### config.mk
export PLATFORM = sky130hd
export DESIGN_NAME = wdg_ctrl
export DESIGN_NICKNAME = d
export VERILOG_FILES = /design/src/rtl/wdg_ctrl.sv
export SDC_FILE = /design/constraint.sdc
export NUM_CORES = 1
export LEC_CHECK = 0
export CAP_MARGIN = 0
export CELL_PAD_IN_SITES_DETAIL_PLACEMENT = 0
export CELL_PAD_IN_SITES_GLOBAL_PLACEMENT = 1
export CORE_MARGIN = 8
export CORE_UTILIZATION = 40
export DETAILED_ROUTE_END_ITERATION = 8
export PLACE_DENSITY = 0.76
export SYNTH_ARGS = -nofsm -noshare
export SYNTH_HDL_FRONTEND = slang
export SYNTH_SLANG_ARGS = --single-unit
### constraint.sdc
create_clock -name sys_clk -period 2.8 [get_ports sys_clk]
set_clock_uncertainty 0.2 [all_clocks]
set_input_delay 0.28 -clock sys_clk [delete_from_list [all_inputs] [get_ports sys_clk]]
set_output_delay 0.28 -clock sys_clk [all_outputs]
set_load 0.01 [all_outputs]
### src/rtl/wdg_ctrl.sv
// Two-stage watchdog: stage 1 raises irq_wdg, stage 2 latches rst_req.
// Config/kick through a single-cycle register port; counting advances on mtick.
module wdg_ctrl #(
  parameter int          WIDTH = 16,
  parameter logic [31:0] KEY   = 32'h5A5A_C0DE
) (
  input  logic        sys_clk,
  input  logic        res,
  input  logic        mtick,
  input  logic        cfg_we,
  input  logic [1:0]  cfg_addr,
  input  logic [31:0] cfg_wdata,
  output logic [31:0] cfg_rdata,
  output logic        irq_wdg,
  output logic        rst_req,
  output logic [1:0]  wdg_state
);

  typedef enum logic [1:0] {
    IDLE    = 2'd0,
    RUN1    = 2'd1,
    RUN2    = 2'd2,
    EXPIRED = 2'd3
  } state_t;

  state_t           state;
  logic             en;
  logic             lock;
  logic [WIDTH-1:0] thr1;
  logic [WIDTH-1:0] thr2;
  logic [WIDTH-1:0] count;

  logic running;
  logic cfg_open;
  logic wr_ctrl;
  logic wr_thr1;
  logic wr_thr2;
  logic kick;
  logic good_kick;
  logic bad_kick;

  assign running   = (state == RUN1) || (state == RUN2);
  // Configuration is closed both by lock and once the watchdog has fired.
  assign cfg_open  = cfg_we && !lock && (state != EXPIRED);
  assign wr_ctrl   = cfg_open && (cfg_addr == 2'd0);
  assign wr_thr1   = cfg_open && (cfg_addr == 2'd1);
  assign wr_thr2   = cfg_open && (cfg_addr == 2'd2);
  assign kick      = cfg_we && (cfg_addr == 2'd3) && running;
  assign good_kick = kick && (cfg_wdata == KEY);
  assign bad_kick  = kick && (cfg_wdata != KEY);

  assign wdg_state = state;

  always_ff @(posedge sys_clk or posedge res) begin
    if (res) begin
      state   <= IDLE;
      en      <= 1'b0;
      lock    <= 1'b0;
      thr1    <= '1;
      thr2    <= '1;
      count   <= '0;
      irq_wdg <= 1'b0;
      rst_req <= 1'b0;
    end else begin
      if (wr_ctrl) begin
        en   <= cfg_wdata[0];
        lock <= lock | cfg_wdata[1];
      end
      if (wr_thr1) thr1 <= cfg_wdata[WIDTH-1:0];
      if (wr_thr2) thr2 <= cfg_wdata[WIDTH-1:0];

      case (state)
        IDLE: begin
          if (wr_ctrl && cfg_wdata[0]) begin
            state <= RUN1;
            count <= '0;
          end
        end
        RUN1, RUN2: begin
          // Priority: bad kick, then valid kick, then disable, then tick.
          if (bad_kick) begin
            state   <= EXPIRED;
            irq_wdg <= 1'b1;
            rst_req <= 1'b1;
          end else if (good_kick) begin
            state   <= RUN1;
            count   <= '0;
            irq_wdg <= 1'b0;
          end else if (wr_ctrl && !cfg_wdata[0]) begin
            state   <= IDLE;
            count   <= '0;
            irq_wdg <= 1'b0;
          end else if (mtick) begin
            if (state == RUN1) begin
              if (count == thr1) begin
                state   <= RUN2;
                count   <= '0;
                irq_wdg <= 1'b1;
              end else begin
                count <= count + WIDTH'(1);
              end
            end else begin
              if (count == thr2) begin
                state   <= EXPIRED;
                rst_req <= 1'b1;
              end else begin
                count <= count + WIDTH'(1);
              end
            end
          end
        end
        default: begin
          irq_wdg <= 1'b1;
          rst_req <= 1'b1;
        end
      endcase
    end
  end

  always_comb begin
    cfg_rdata = '0;
    case (cfg_addr)
      2'd0: cfg_rdata[1:0] = {lock, en};
      2'd1: cfg_rdata[WIDTH-1:0] = thr1;
      2'd2: cfg_rdata[WIDTH-1:0] = thr2;
      default: begin
        cfg_rdata[15+WIDTH:16] = count;
        cfg_rdata[1:0]         = state;
      end
    endcase
  end

endmodule

Figure 1. Logic cells by family (run 1).
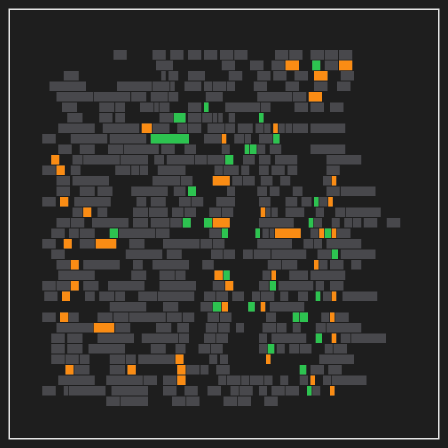
color	family	cells
green	NAND gates	30
orange	NOR gates	43

Figure 2. Placed cells, one color a class (run 1).
Scale bar: 20 um.
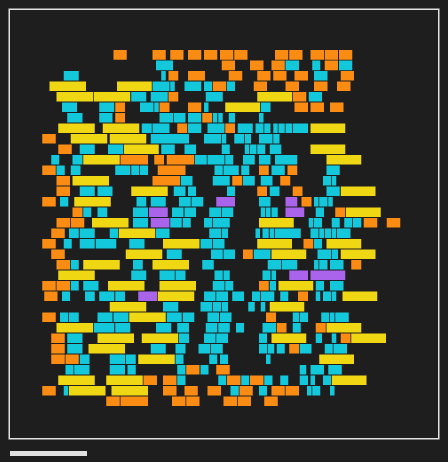
color	class	cells	share of their area
purple	clock drivers and dummy loads	8	2.5%
cyan	combinational and other logic	258	45%
yellow	flops	54	30%
orange	other buffers and delay cells	106	23%
row count: 34
core footprint: 0.00872 sq mm

==> Slide: Implementation Results, run 1 <==
Key Metrics from the Run

Run status
  – Outcome: finished clean

Route
  – Initial DRC count: 99
  – Vias/cell: ~5.5
  – Total wire length: 10100 um
  – Met3 routed WL: 286 um
  – Highest metal used: met4
  – Post-route DRC: 0
  – Drt wl/cell: 19.0 um
  – Router iterations before antenna repair: 4
  – Metal2 WL: 5070 um
  – Total number of vias: roughly 2900

Final layout
  – Comb area: 0.00202 sq mm
  – Final Core Density: 54.3%
  – Number of logic gates: 250
  – Data buffer area share: between 20% and 30%
  – FILL cells: ~770
  – Top cell category: logic gates
  – P&R area growth vs syn: 31.5%
  – N_diodes: 0
  – Non-clk bufs: 106
  – Total Nets Final: 472
  – Logic share of the area: between 40% and 50%
  – ClkCell Share: 2.46%
  – Finished Layout Cells: between 500 and 600
  – FF+latch area: 0.00139 sq mm
  – Seq cells: 54
  – Invs w/o clock: 8

Clock network
  – CTS Sinks: 54
  – Clock Tree Root: clkbuf_8
  – TritonCTS clock tree: built
  – Setup Buffers After CTS: 0
  – Clock Path Buffers: 2
  – Clock slew at reported path FFs: 100 ps
  – CTS Buf Count: 5
  – Clock Latency Late Sink: 310 ps

Synthesis
  – Cell area after synthesis: 0.00360 sq mm
  – YS warnings: 0
  – Area share, top type: 23.3%
  – Biggest area cells: dfstp_2 23%, dfrtp_1 15%, mux2_2 11%
  – Ys flops: roughly 54
  – Comb area leader: simple AND/OR/NAND/NOR gates
  – Count leader, synth: mux2_2
  – Post-synthesis average cell area: 10.6 sq um
  – Async S/R FF share, synth: 100%
  – Synth area leader: dfstp_2
  – Adder-cell share of the synthesized area: 3.13%
  – EDFF count, synth: 0
  – Syn Nets: ~390
  – Syn Inst Count: 340
  – Commonest cells in the netlist: 34 x mux2_2, 32 x dfstp_2, 22 x dfrtp_1
  – Main flop type: dfstp_2

Pwr
  – Sequential share of power: 42.6%
  – Comb pwr: around 1600 uW
  – Leakage: 0.00195 uW
  – VDD IR-drop max: 0.354 mV
  – Clk pwr share: 14.1%
  – Max power group: combinational logic
  – Internal cell power: 2370 uW
  – Cell Pwr Density: 789 mW/mm^2
  – Switching part of the total power: 36.6%
  – Overall power: between 3000 and 4000 uW
  – P_clk: 525 uW

Critical path
  – WP data required: 2320 ps
  – Worst r2r src: wdg_state[0]
  – Worst setup startpoint: cfg_addr[0]
  – CP Buf/Inv Count: 4
  – Critical Path End: cfg_rdata[0]
  – WP data arrival: roughly 2200 ps
  – Worst r2r path cells: 7
  – Critical path depth in cells: 7
  – CP most frequent cell: clkdlybuf4s50_1
  – Reg2reg end: count[12]
  – CP max FO: 3
  – Family with the most delay on the worst path: buffers and inverters
  – Crit end category: primary output
  – CP cell instances: clkdlybuf4s50_1 -> inv_1 -> ha_1 -> buf_4 -> a222oi_1 -> mux2i_1 -> clkdlybuf4s50_1
  – CP max stage cell: clkdlybuf4s50_1
  – Max incr delay on CP: 530 ps
  – Reg2Reg Setup Slack: 280 ps

Floorplanning
  – DIE WIDTH: 111 um
  – Floorplan core density: slightly above 40%
  – Die Ht: 111 um
  – Tapcell count: 108
  – Io pins: between 70 and 80

Placed design
  – Pre-CTS setup slack: -13.4 ps
  – Port Buffer Count: 73
  – Dpl cell area: between 0.004 and 0.005 sq mm
  – Detailed placement HPWL: 8040 um
  – RePlAce Congestion: 0.827

Global route
  – Total global routing overflow: 0
  – Largest net degree at the start of global routing: 31
  – GRT busiest layer: met2
  – First-pass GRT wire length: 16800 um
  – Met3 Use GR: 2.92%
  – Number of global-route vias before repair: 3126

Flow run
  – Max-cap viol count: 0
  – Log Warnings: 32

Final timing
  – Period utilization: 95.4%
  – Final setup violation count: 0
  – RSZ-0062 raised after global routing: false
  – Fmax: roughly 0.37 GHz
  – Setup TNS: 0 ps
  – Hold_ws: slightly below 300 ps
  – Period minus WS final: 2670 ps
  – Final worst slack: 129 ps
  – Final Max Tran Viols: 0
Figure 3. Track usage over the die (run 1).
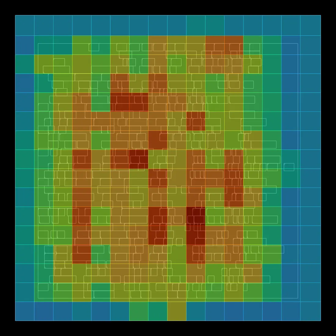
Total GRT Usage: 16.6%
met2 Track Usage GR: 28.2%
met1 Use GR: 21.4%

Figure 4. Sequential cells grouped by signal name (run 1).
Scale bar: 20 um. Other sequential cells in the stronger gray, the rest of the logic in the fainter gray.
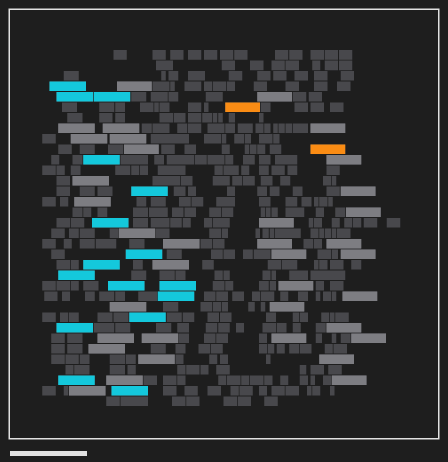
color	name in the netlist	placed flops
orange	wdg_state	2
cyan	thr2	16
not colored	36

-- run 1: logic make-up after synthesis --
kind of cell    after synthesis
simple gates                121
flops                        54
compound gates               50
mux                          38
buf+inv                      36
xor+xnor                     32
fa+ha+maj                     9
-- run 1: placed cells by master, fill, tap and decap left out, drive strengths merged, types with 8 or more instances in the layout --
master / count
nor2b: 14
xor2: 11
dfrtp: 22
dfstp: 32
and3: 19
nand3: 12
and2: 20
nor2: 16
a22oi: 14
mux2: 36
a221o: 13
nand2: 8
xnor2: 21
ha: 9
clkdlybuf4s50: 72
inv: 9
buf: 33
-- run 1: worst reg2reg max path, stage by stage, from the launching register on --
cell and delay, ps:
dfrtp_1 440, ha_1 280, nand4bb_4 270, o211ai_2 250
o21ai_1 150, a41oi_2 210, o21ai_2 220, a221o_1 400
==> run 1 -> run 2 <==
GPL_TIMING_DRIVEN = 1   (was unset)
Figure 5. Routed metal, one color a layer (run 2).
Scale bar: 20 um. Only two layers are drawn.
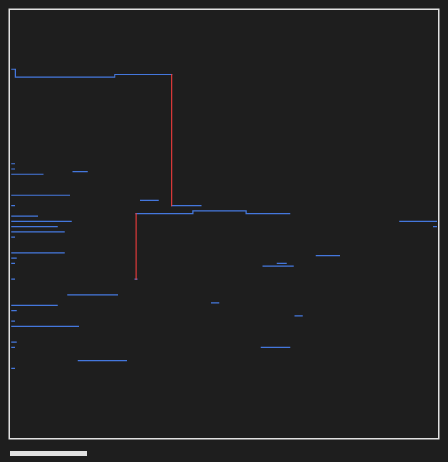
color	layer	wire length
blue	metal 3	287 um
red	metal 4	51.0 um

==> run 2 against run 1 <==
Fmax stayed put. Combinational power hardly changed. Register-to-register slack hardly changed. Global-route usage stayed put. Largest power group unchanged. Highest routed layer unchanged.
==> Slide: Implementation Results, run 2 <==
Key Metrics from the Run

Final timing
  – Final setup violation count: 0 (unchanged)
  – Fmax: 0.374 GHz (unchanged)
  – Period minus WS final: 2670 ps (unchanged)
  – Final Hold Viols: 0
  – RSZ-0062 raised after global routing: false
  – Final worst slack: 129 ps (unchanged)
  – Setup TNS: 0 ps (unchanged)
  – Hold_ws: 288 ps (unchanged)
  – Worst-Margin Slew: about 630 ps
  – Final Max Tran Viols: 0 (unchanged)
  – Period utilization: 95.4% (unchanged)
  – Slew headroom: 58.1%

Synthesis
  – Synth Seq Share: between 30% and 40%
  – Area share, top type: 23.3% (unchanged)
  – Cell area after synthesis: 0.00360 sq mm (unchanged)
  – YS warnings: 0 (unchanged)
  – Synth area leader: dfstp_2
  – Syn Inst Count: 340 (unchanged)
  – Ys flops: 54 (unchanged)
  – EDFF count, synth: 0 (unchanged)
  – Count leader, synth: mux2_2
  – Post-synthesis average cell area: 10.6 sq um (unchanged)
  – Biggest area cells: dfstp_2 23%, dfrtp_1 15%, mux2_2 11%
  – Syn Nets: 387 (unchanged)
  – Commonest cells in the netlist: 34 x mux2_2, 32 x dfstp_2, 22 x dfrtp_1
  – Async S/R FF share, synth: 100% (unchanged)
  – Distinct lib cells: 56
  – Main flop type: dfstp_2

Global route
  – First-pass GRT wire length: 16800 um (unchanged)
  – GRT busiest layer: met2
  – Total global routing overflow: 0 (unchanged)
  – Met3 Use GR: 2.92% (unchanged)
  – Largest net degree at the start of global routing: 31 (unchanged)
  – Met2 Track Usage GR: 28.2% (unchanged)
  – Met1 Use GR: 21.4% (unchanged)
  – Total GRT Usage: 16.6% (unchanged)
  – Number of global-route vias before repair: 3126 (unchanged)

Run status
  – Outcome: finished clean

Route
  – Initial DRC count: 99 (unchanged)
  – Highest metal used: met4
  – Total number of vias: 2918 (unchanged)
  – Total wire length: 10100 um (unchanged)
  – Drt wl/cell: 19.0 um (unchanged)
  – M1 WL: 4730 um
  – Router iterations before antenna repair: 4 (unchanged)
  – Vias/cell: 5.46 (unchanged)
  – Metal2 WL: 5070 um (unchanged)
  – Met3 routed WL: 286 um (unchanged)
  – Post-route DRC: 0 (unchanged)
  – Antenna Nets Post-Route: 0

Clock network
  – Setup Buffers After CTS: 0 (unchanged)
  – CTS Sinks: 54 (unchanged)
  – TritonCTS clock tree: built
  – Clock slew at reported path FFs: 100 ps (about the same)
  – Post-CTS Hold Buffers: 0
  – CTS Buf Count: 5 (unchanged)
  – Clock Latency Late Sink: 310 ps (about the same)
  – Clock Tree Root: clkbuf_8
  – Clock Path Buffers: 2 (unchanged)
  – Post_cts resized: 0

Floorplanning
  – Die Ht: 111 um (unchanged)
  – DIE WIDTH: 111 um (unchanged)
  – Io pins: 74 (unchanged)
  – Row count: 34 (unchanged)
  – Core footprint: 0.00872 sq mm (unchanged)
  – Chip Area: 0.0123 sq mm
  – Floorplan core density: 41.3% (unchanged)

Critical path
  – Worst setup startpoint: cfg_addr[0]
  – CP most frequent cell: clkdlybuf4s50_1
  – Reg2reg end: count[12]
  – CP max FO: 3 (unchanged)
  – Reg2Reg Setup Slack: 280 ps (about the same)
  – Max incr delay on CP: 530 ps (about the same)
  – CP Class: input pin to primary output
  – WP data arrival: 2190 ps (about the same)
  – Critical Path End: cfg_rdata[0]
  – Worst r2r src: wdg_state[0]
  – CP max stage cell: clkdlybuf4s50_1
  – Crit end category: primary output
  – CP Launch Type: input pin
  – Worst r2r path cells: 7 (unchanged)
  – CP cell instances: clkdlybuf4s50_1 -> inv_1 -> ha_1 -> buf_4 -> a222oi_1 -> mux2i_1 -> clkdlybuf4s50_1
  – WP data required: 2320 ps (about the same)

Pwr
  – Max power group: combinational logic
  – Leakage: 0.00195 uW (unchanged)
  – Sequential share of power: 42.6% (about the same)
  – Switching part of the total power: 36.6% (unchanged)
  – Comb pwr: 1620 uW (about the same)
  – Combinational Power Share: 43.3%
  – P_clk: 525 uW (about the same)
  – Clk pwr share: 14.1% (about the same)
  – Internal cell power: 2370 uW (unchanged)
  – Overall power: 3740 uW (unchanged)
  – Cell Pwr Density: 789 mW/mm^2 (unchanged)
  – VDD IR-drop max: 0.354 mV (unchanged)

Placed design
  – Dpl cell area: 0.00462 sq mm (unchanged)
  – Inst Count DP: 526
  – RePlAce Congestion: 0.827 (unchanged)
  – Detailed placement HPWL: 8040 um (unchanged)
  – Pre-CTS setup slack: -13.4 ps (unchanged)
  – Port Buffer Count: 73 (unchanged)

Final layout
  – Most instantiated logic cell after routing: clkdlybuf4s50_1
  – P&R area growth vs syn: 31.5% (unchanged)
  – Top Layout Cells: 72 x clkdlybuf4s50_1, 34 x mux2_2, 32 x dfstp_2, 28 x buf_4, 22 x dfrtp_1
  – Total Nets Final: 472 (unchanged)
  – Final std cell area, no fill: 0.00474 sq mm
  – Finished Layout Cells: 534 (unchanged)
  – Layout cell share with drive strength beyond 1: 28.9%
  – Largest regs: count (16), thr1 (16), thr2 (16)
  – N_diodes: 0 (unchanged)

Flow run
  – Max-cap viol count: 0 (unchanged)
  – Log Warnings: 32 (unchanged)
Figure 6. Sequential cells grouped by signal name (run 2).
Scale bar: 20 um. Other sequential cells in the stronger gray, the rest of the logic in the fainter gray.
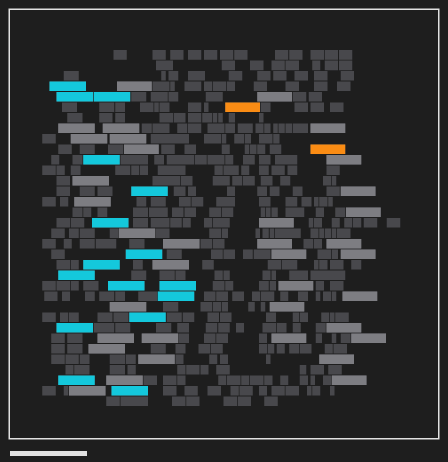
color	name in the netlist	placed flops
orange	wdg_state	2
cyan	thr2	16
Seq. pwr: 1590 uW
FF+latch area: 0.00139 sq mm
flop share of the area: 29.4%
Final Core Density: 54.3%

[run 2: cell counts after synthesis]
No cell type changed its count.
[run 2: worst max-delay path: cells and delay by family]
kind / cells / cell delay, ps
mux: 1 / 120
compound gates: 1 / 260
fa+ha+maj: 1 / 260
buf+inv: 4 / 1270
[run 2: layout make-up]
type | count | area [sq um]
clock buffer | 7 | 108
clock inverter | 1 | 8.76
fill | 769 | 3980
inverter | 8 | 30.0
multi-input combinational | 250 | 2020
sequential | 54 | 1390
tap | 108 | 135
timing repair buffer | 106 | 1040
[run 2: logic make-up after synthesis]
group / synth area share [%]
buf+inv: 5.25
xor+xnor: 7.78
compound gates: 11.7
flops: 38.6
mux: 11.8
simple gates: 21.7
fa+ha+maj: 3.13
==> run 2 -> run 3 <==
HOLD_SLACK_MARGIN = 0.08   (was unset)
Figure 7. Track usage over the die (run 3).
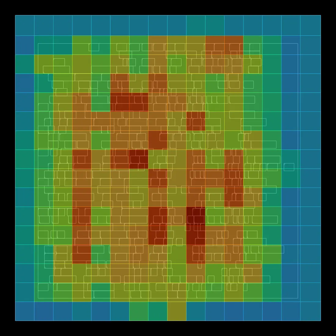
met3 Use GR: 2.92%
drt wl/cell: 19.0 um

==> run 3 against run 2 <==
Sequential power about the same. Synthesized cell count unchanged. Critical path depth unchanged. Routed wire length unchanged. Worst setup slack unchanged. Power unchanged. Clock power about the same.
==> Slide: Implementation Results, run 3 <==
Key Metrics from the Run

Floorplanning
  – Chip Area: 0.0123 sq mm (unchanged)
  – Floorplan core density: 41.3% (unchanged)
  – Core footprint: 0.00872 sq mm (unchanged)
  – Io pins: 74 (unchanged)
  – Row count: 34 (unchanged)
  – DIE WIDTH: 111 um (unchanged)
  – Die Ht: 111 um (unchanged)
  – Tapcell count: 108 (unchanged)

Clock network
  – Setup Buffers After CTS: 0 (unchanged)
  – Clock Latency Late Sink: 310 ps (about the same)
  – CTS Sinks: 54 (unchanged)
  – CTS Buf Count: 5 (unchanged)
  – TritonCTS clock tree: built
  – Clock slew at reported path FFs: 100 ps (about the same)
  – Post-CTS Hold Buffers: 0 (unchanged)
  – Clock Path Buffers: 2 (unchanged)
  – Clock Tree Root: clkbuf_8
  – Post_cts resized: 0 (unchanged)

Route
  – Antenna Nets Post-Route: 0 (unchanged)
  – Met3 routed WL: 286 um (unchanged)
  – Initial DRC count: 99 (unchanged)
  – Total number of vias: 2918 (unchanged)
  – Highest metal used: met4
  – Total wire length: 10100 um (unchanged)
  – Vias/cell: 5.46 (unchanged)
  – Router iterations before antenna repair: 4 (unchanged)
  – Post-route DRC: 0 (unchanged)

Placed design
  – Port Buffer Count: 73 (unchanged)
  – Pre-CTS setup slack: -13.4 ps (unchanged)
  – Inst Count DP: 526 (unchanged)
  – Detailed placement HPWL: 8040 um (unchanged)
  – Dpl cell area: 0.00462 sq mm (unchanged)

Global route
  – Met1 Use GR: 21.4% (unchanged)
  – Total global routing overflow: 0 (unchanged)
  – Total GRT Usage: 16.6% (unchanged)
  – Largest net degree at the start of global routing: 31 (unchanged)
  – Initial antenna violation count: 0
  – Met2 Track Usage GR: 28.2% (unchanged)
  – Number of global-route vias before repair: 3126 (unchanged)
  – First-pass GRT wire length: 16800 um (unchanged)
  – GRT busiest layer: met2

Pwr
  – VDD IR-drop max: 0.354 mV (unchanged)
  – Cell Pwr Density: 789 mW/mm^2 (unchanged)
  – Leakage: 0.00195 uW (unchanged)

Synthesis
  – Adder-cell share of the synthesized area: 3.13% (unchanged)
  – Post-Synth XOR/XNOR Area: 7.78% (unchanged)
  – Ys flops: 54 (unchanged)
  – YS warnings: 0 (unchanged)
  – Mux share: 11.8% (unchanged)
  – Post-Synth Simple-Gate Area: 21.7% (unchanged)
  – Commonest cells in the netlist: 34 x mux2_2, 32 x dfstp_2, 22 x dfrtp_1
  – Main flop type: dfstp_2
  – Distinct lib cells: 56 (unchanged)
  – Syn Nets: 387 (unchanged)
  – Biggest area cells: dfstp_2 23%, dfrtp_1 15%, mux2_2 11%
  – Synth Seq Share: 38.6% (unchanged)
  – Synth area leader: dfstp_2
  – EDFF count, synth: 0 (unchanged)
  – Area share, top type: 23.3% (unchanged)
  – Cell area after synthesis: 0.00360 sq mm (unchanged)
  – Syn Inst Count: 340 (unchanged)
  – Post-synthesis average cell area: 10.6 sq um (unchanged)
  – Synth Area in Compound Gates: 11.7% (unchanged)
  – Async S/R FF share, synth: 100% (unchanged)
  – Comb area leader: simple AND/OR/NAND/NOR gates

Final layout
  – Non-clk bufs: 106 (unchanged)
  – Layout clock buffers: 7 (unchanged)
  – Total Nets Final: 472 (unchanged)
  – Most instantiated logic cell after routing: clkdlybuf4s50_1
  – Comb area: 0.00202 sq mm (unchanged)
  – Layout cell share with drive strength beyond 1: 28.9% (unchanged)
  – FILL cells: 769 (unchanged)
  – Final std cell area, no fill: 0.00474 sq mm (unchanged)
  – Top cell category: logic gates
  – N_diodes: 0 (unchanged)
  – FF+latch area: 0.00139 sq mm (unchanged)
  – Top Layout Cells: 72 x clkdlybuf4s50_1, 34 x mux2_2, 32 x dfstp_2, 28 x buf_4, 22 x dfrtp_1
  – ClkCell Share: 2.46% (unchanged)
  – Largest regs: count (16), thr1 (16), thr2 (16)
  – Data buffer area share: 22.0% (unchanged)
  – P&R area growth vs syn: 31.5% (unchanged)
  – Seq cells: 54 (unchanged)
  – Number of logic gates: 250 (unchanged)
  – Invs w/o clock: 8 (unchanged)
  – Flop share of the area: 29.4% (unchanged)

Final timing
  – Final Hold Viols: 0 (unchanged)
  – Fmax: 0.374 GHz (unchanged)
  – Final setup violation count: 0 (unchanged)
  – Period minus WS final: 2670 ps (unchanged)
  – Hold_ws: 288 ps (unchanged)
  – Setup TNS: 0 ps (unchanged)
  – Period utilization: 95.4% (unchanged)
  – Worst-Margin Slew: 629 ps (unchanged)
  – Final Max Tran Viols: 0 (unchanged)
  – RSZ-0062 raised after global routing: false
  – Final worst slack: 129 ps (unchanged)

Critical path
  – CP Launch Type: input pin
  – Worst r2r src: wdg_state[0]
  – CP most frequent cell: clkdlybuf4s50_1
  – Worst setup startpoint: cfg_addr[0]
  – CP max stage cell: clkdlybuf4s50_1
  – Crit end category: primary output
  – WP data arrival: 2190 ps (about the same)
  – Max incr delay on CP: 530 ps (about the same)
  – Family with the most delay on the worst path: buffers and inverters
  – CP Buf/Inv Count: 4 (unchanged)
  – CP cell instances: clkdlybuf4s50_1 -> inv_1 -> ha_1 -> buf_4 -> a222oi_1 -> mux2i_1 -> clkdlybuf4s50_1
  – WP data required: 2320 ps (about the same)

Flow run
  – Max-cap viol count: 0 (unchanged)
  – Log Warnings: 32 (unchanged)

Run status
  – Outcome: finished clean
Figure 8. Logic cells by family (run 3).
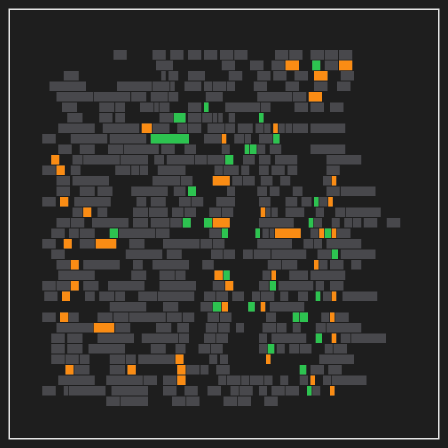
color	family	cells
green	NAND gates	30
orange	NOR gates	43
logic share of the area: 42.7%
Finished Layout Cells: 534

==> run 3: cell counts in the layout (fill, tap and decap cells not counted) <==
Identical to the previous run, type by type.
==> run 3: where the power goes <==
group	switching (uW)	internal (uW)	leakage, uW	total (uW)
clock network	267	259	0.0000600	525
registers	356	1240	0.000617	1590
logic	744	874	0.00127	1620
total	1370	2370	0.00195	3740
==> run 3: final timing paths <==
| path | to | slack, ps | depth (start not counted) |
|---|---|---|---|
| min in group sys_clk | rst_req | 290 | 1 |
| max reg2reg | count[12] | 280 | 7 |
| min reg2reg | rst_req | 290 | 1 |
| min | thr1[8] | 290 | 2 |
| max | cfg_rdata[0] | 130 | 7 |
| max in group asynchronous | thr2[1] | 1820 | 3 |
Power is estimated from default activity; no workload was simulated.
